class_map.png
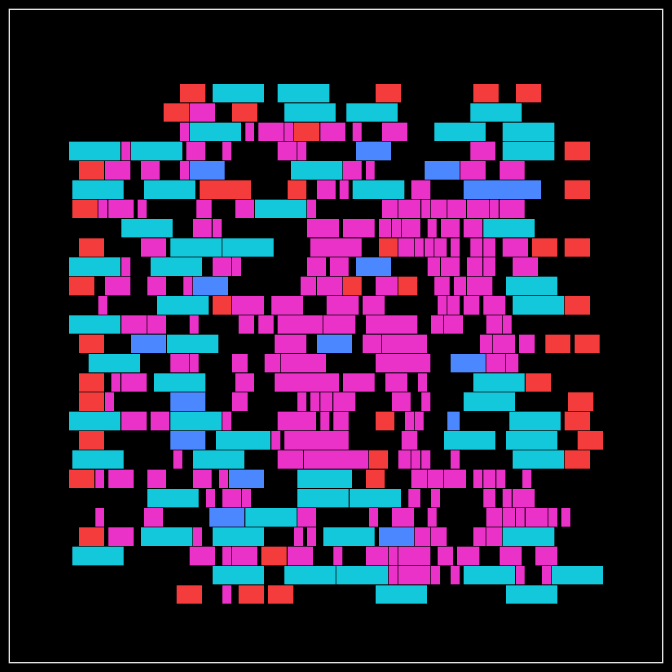
clock_wires.png
Bar = 20 µm.
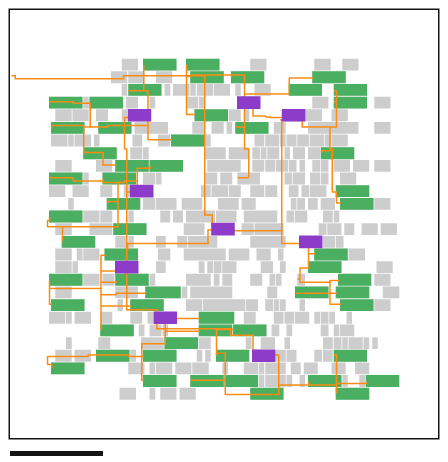
gates.png
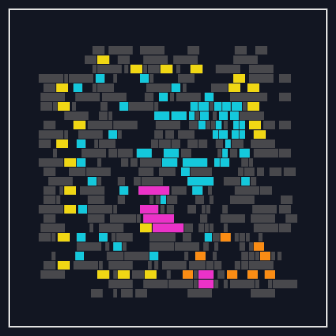
clock_nets.png
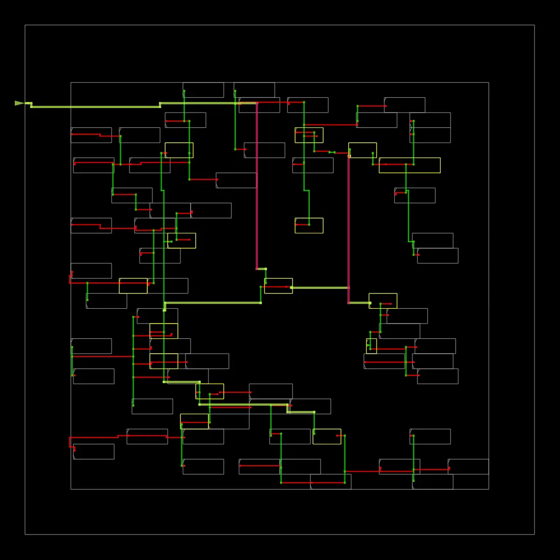
ff_map.png
Other sequential cells in the stronger grey, the rest of the logic in the fainter grey.
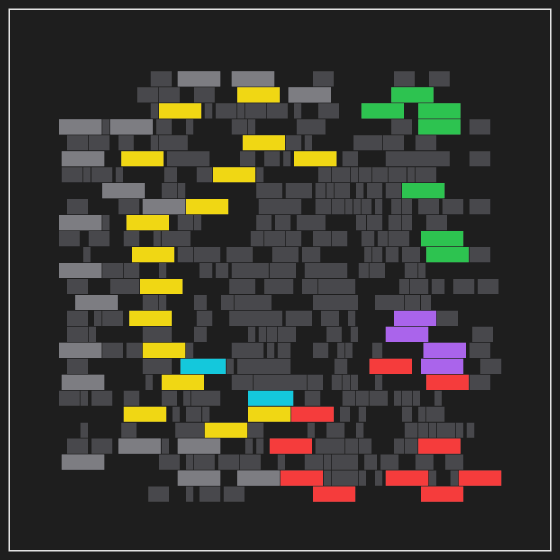
==> config.mk <==
export PLATFORM = sky130hd
export DESIGN_NAME = seg7_scan_driver
export DESIGN_NICKNAME = d
export VERILOG_FILES = /design/src/rtl/seg7_scan_driver.sv
export SDC_FILE = /design/constraint.sdc
export NUM_CORES = 1
export LEC_CHECK = 0
export CAP_MARGIN = 40
export CORE_MARGIN = 8
export CORE_UTILIZATION = 45
export CTS_CLUSTER_DIAMETER = 30
export DETAILED_ROUTE_END_ITERATION = 8
export PLACE_DENSITY_LB_ADDON = 0.05
export SETUP_SLACK_MARGIN = 0.02
export SLEW_MARGIN = 25
export SYNTH_ARGS = -nofsm -noshare
export SYNTH_HDL_FRONTEND = slang
export SYNTH_SLANG_ARGS = --single-unit
==> constraint.sdc <==
create_clock -name clk -period 2.47 [get_ports clk]
set_clock_uncertainty 0.1 [all_clocks]
set_input_delay 0.494 -clock clk [delete_from_list [all_inputs] [get_ports clk]]
set_output_delay 0.494 -clock clk [all_outputs]
set_load 0.01 [all_outputs]
==> impl_metrics.py <==
# Metrics from the implementation run
metrics = {
    "sta": {
        "drv_slew": 0,
        "fin_ws_ns": 0.1951,
        "worstMarginPinSlew_ns": 0.3898,
        "hold_violations": 0,
        "fmax_ghz": 0.4396,
        "maxSlewHeadroom": 0.7377,
        "rsz0062_at_grt": "no",
        "fin_crit_sh": 0.9210,
        "fin_setup_tns_ns": 0,
        "period_needed_ns": 2.275,
        "finalSetupViolCount": 0,
    },
    "worst_hold_path": {
        "hp-class": "reg -> reg",
        "worstHoldPathCells": 1,
    },
    "critical_path": {
        "cp-end-kind": "flop",
        "startpoint_type": "flop",
        "arrival_ns": 2.38,
        "ff2ff_path_depth": 8,
        "worstSetupPathType": "reg -> reg",
        "cp_max_fo": 10,
        "r2r_setup_slack_ns": 0.20,
        "cp.required_ns": 2.57,
    },
    "placed_design": {
        "dpl_worst_slack_ns": 0.02679,
        "place_hpwl_mm": 3.843,
        "gp_congestion": 0.8234,
        "io_buffers": 33,
        "postPlaceCellArea_um2": 3025,
    },
    "pwr": {
        "power_frac_seq": 0.467,
        "power_density_nw_per_um2": 626.2,
        "netSwitchingFraction": 0.2148,
        "peakVddDrop_uv": 414.6,
        "power_frac_comb": 0.093,
        "cellInternalPower_mw": 1.627,
        "p_switching_mw": 0.4452,
        "finalPower_mw": 2.072,
        "p_leak_nw": 1.250,
    },
    "clocking": {
        "tritoncts": "done",
        "cts_max_level": 3,
        "post_cts_buffers": 0,
        "clkSinkCount": 57,
        "clockBufferDepth": 2,
        "worstSkewPairLatency_ns": 0.33,
        "root_buffer": "clkbuf_8",
        "clk_pin_slew_ns": 0.06,
    },
    "routing": {
        "drt-total-wl_mm": 5.343,
        "firstDrtPassIters": 4,
        "dr.first_iter.drc_count": 101,
        "vias": 2013,
        "drc": 0,
        "wl_per_cell_um": 13.70,
        "detail-route-antenna-nets": 0,
        "vias_per_cell": 5.162,
    },
    "grt": {
        "grtUsageTotal": 0.1342,
        "antenna_found_initial": 0,
        "grt_pass1_wl_mm": 9.239,
        "globalRoute.busiestLayer": "met2",
        "grt_pass1_vias": 2000,
        "grt-ovfl-total": 0,
        "met1_usage": 0.1737,
        "grt_max_degree": 33,
        "use_met3": 0.04971,
        "met2_usage": 0.1907,
    },
    "floorplan": {
        "dieArea_um2": 8459,
        "pin_count": 34,
        "die_height_um": 91.98,
        "fp_util": 0.4688,
        "chipWidth_um": 91.98,
    },
    "synthesis": {
        "synth_area_um2": 2597,
        "synth_flop_count": 57,
        "edf_count": 0,
        "flop_cell": "dfxtp_1",
        "ys_seq_share": 0.4393,
        "ys_warn_count": 0,
        "postSynthAreaPerCell_um2": 9.445,
        "yosysChipArea_um2": 2597,
        "yosysCellCount": 275,
        "synth_nets": 303,
        "ys_types": 49,
        "synthArstFlopShare": 0,
        "synth_cells": 275,
    },
    "cells_and_area": {
        "finalNetCount": 342,
        "diodes": 0,
        "area_growth_pct": 27.41,
        "nFillCells": 512,
        "drive_gt1_frac": 0.1572,
    },
    "run": {
        "tool_warnings": 30,
        "max-cap-violations": 0,
    },
    "outcome": {
        "outcome": "complete, no violations",
    },
}
Back to the opening pictures, class_map.png:
blue -> clock drivers and dummy loads  # cells 15, share of their area 6.6%
cyan -> sequential cells  # cells 57, share of their area 36%
magenta -> remaining logic cells  # cells 204, share of their area 45%
red -> remaining buffers and delay cells  # cells 42, share of their area 13%
Core Area: 5540 µm²
post-route cell area: 3309 µm²
final core utilization: 0.5973
Site Rows: 27

Back to the opening pictures, clock_wires.png:
green -> flip-flops  # count 57
orange -> clock wires  # length 732 µm
purple -> clock-net drivers  # count 9
flops lie = spread over the die
routed clock nets = 10
clock network power: 0.913 mW
Clock power frac: 0.440

Back to the opening pictures, gates.png:
magenta -> fa/ha/maj cells  # cells 6, most used ha_4
orange -> xor and xnor cells  # cells 8, most used xnor2_1, where bottom right
cyan -> aoi and oai cells  # cells 52, most used a211oi_1
yellow -> mux cells  # cells 23, most used mux2i_1
Commonest Layout Cell: nor2_1
multi-input logic portion of the cell area: 0.4329
non-filler cells, final: 390

Back to the opening pictures, clock_nets.png:
registers: 57
CTS Buf Count: 9
clock buffers: 13

Back to the opening pictures, ff_map.png:
yellow -> r_shadow  # sequential cells 16
red -> r_presc  # sequential cells 10
green -> seg  # sequential cells 7, where top right
purple -> dig  # sequential cells 4, where right middle
cyan -> r_idx  # sequential cells 2
not coloured = 18
Seq/total area: 0.3456
flip-flop and latch area: 1144 µm²
seq pwr: 0.968 mW

==> cells in the mapped netlist (4+ instances only) <==
cell type	instances	area (µm²)
dfxtp_1	57	1141
a21oi_1	4	20.02
a211oi_1	21	157.7
ha_1	6	75.07
inv_1	5	18.77
nand2_1	9	33.78
nor4_1	5	31.28
nor2_1	58	217.7
clkbuf_1	6	22.52
o211ai_1	4	30.03
mux2i_1	23	230.2
nand3_1	6	30.03
xnor2_1	5	43.79
==> power by group through the flow <==
| stage | registers, mW | clock network, mW | logic, mW |
|---|---|---|---|
| after floorplan | 0.995 | 0 | 0.0970 |
| after global placement | 0.987 | 0 | 0.194 |
| after detailed placement | 0.989 | 0 | 0.194 |
| after CTS | 0.968 | 0.935 | 0.195 |
| after global routing | 0.970 | 0.975 | 0.215 |
| final | 0.968 | 0.913 | 0.192 |
==> cells in the final DEF (no fill, tap or decap), types with 2 or more instances in the layout <==
master           netlist  final
a31oi_1                3      3
nor2b_1                3      3
inv_1                  5      5
dfxtp_2                0      2
nand3_1                6      6
clkdlybuf4s50_1        0     33
nand2b_1               2      2
mux2i_1               23     23
a2bb2oi_1              2      2
o22ai_1                2      2
nor4_1                 5      5
buf_4                  1      8
xor2_1                 3      3
a211oi_1              21     18
nand3b_1               2      2
nor2_1                58     57
o21ai_1                3      3
nand4_1                3      3
ha_1                   6      2
xnor2_1                5      5
or3b_1                 2      2
a211oi_2               2      5
dfxtp_1               57     55
nor3b_2                2      3
nor3_1                 2      2
nor2_2                 1      2
ha_4                   0      3
o211ai_1               4      4
a211o_4                1      2
and2_1                 2      2
nand2_1                9      9
a21oi_1                4      4
a22oi_1                3      3
o21ai_0                3      3
o21ai_2                2      2
clkbuf_8               0     13
==> per-stage QoR <==
step	utilization	std cells	hold slack (ns)
floorplan	-	275	0.3256
global placement	0.5461	375	0.3480
detailed placement	0.5461	375	0.3601
CTS	0.5851	390	0.3749
global route	0.5973	390	0.4280
finish	0.5973	390	0.3683
==> kinds of logic after synthesis <==
logic type,Yosys count,synth area share
buffers and inverters,19,0.03613
and+or+nand+nor,105,0.2014
xor gates and xnor gates,8,0.02698
DFF,57,0.4393
adders and majority gates,6,0.02890
AOI/OAI and AO/OA,57,0.1787
muxes,23,0.08863
==> critical path: stages (launching register included) <==
cell and delay (ns):
dfxtp_2 0.39, inv_1 0.10, ha_4 0.21, nand3b_1 0.22
a211o_4 0.40, o21ai_1 0.15, a22oi_1 0.12, nand4_1 0.11
or3b_1 0.34
==> per-layer routing <==
layer  wire length [µm]  vias to the layer above
li1                   -                     1063
met1               2788                      903
met2               2262                       42
met3                235                        5
met4                 56                        0
met5                  0                        -
==> timing repair <==
item | 4_1_cts | 5_1_grt
gates resized | 1 | 13
hold buffers | 0 | 0
endpoints found under the setup margin | 1 | 7
==> layout make-up <==
cell class | count | area, µm² | area share
timing repair buffer | 42 | 410.4 | 0.1240
sequential | 57 | 1144 | 0.3456
multi-input combinational | 199 | 1433 | 0.4329
clock buffer | 13 | 178.9 | 0.05406
clock inverter | 2 | 35.03 | 0.01059
tap | 72 | 90.09 | 0.02722
inverter | 5 | 18.77 | 0.005671
Power and IR drop assume default switching activity.
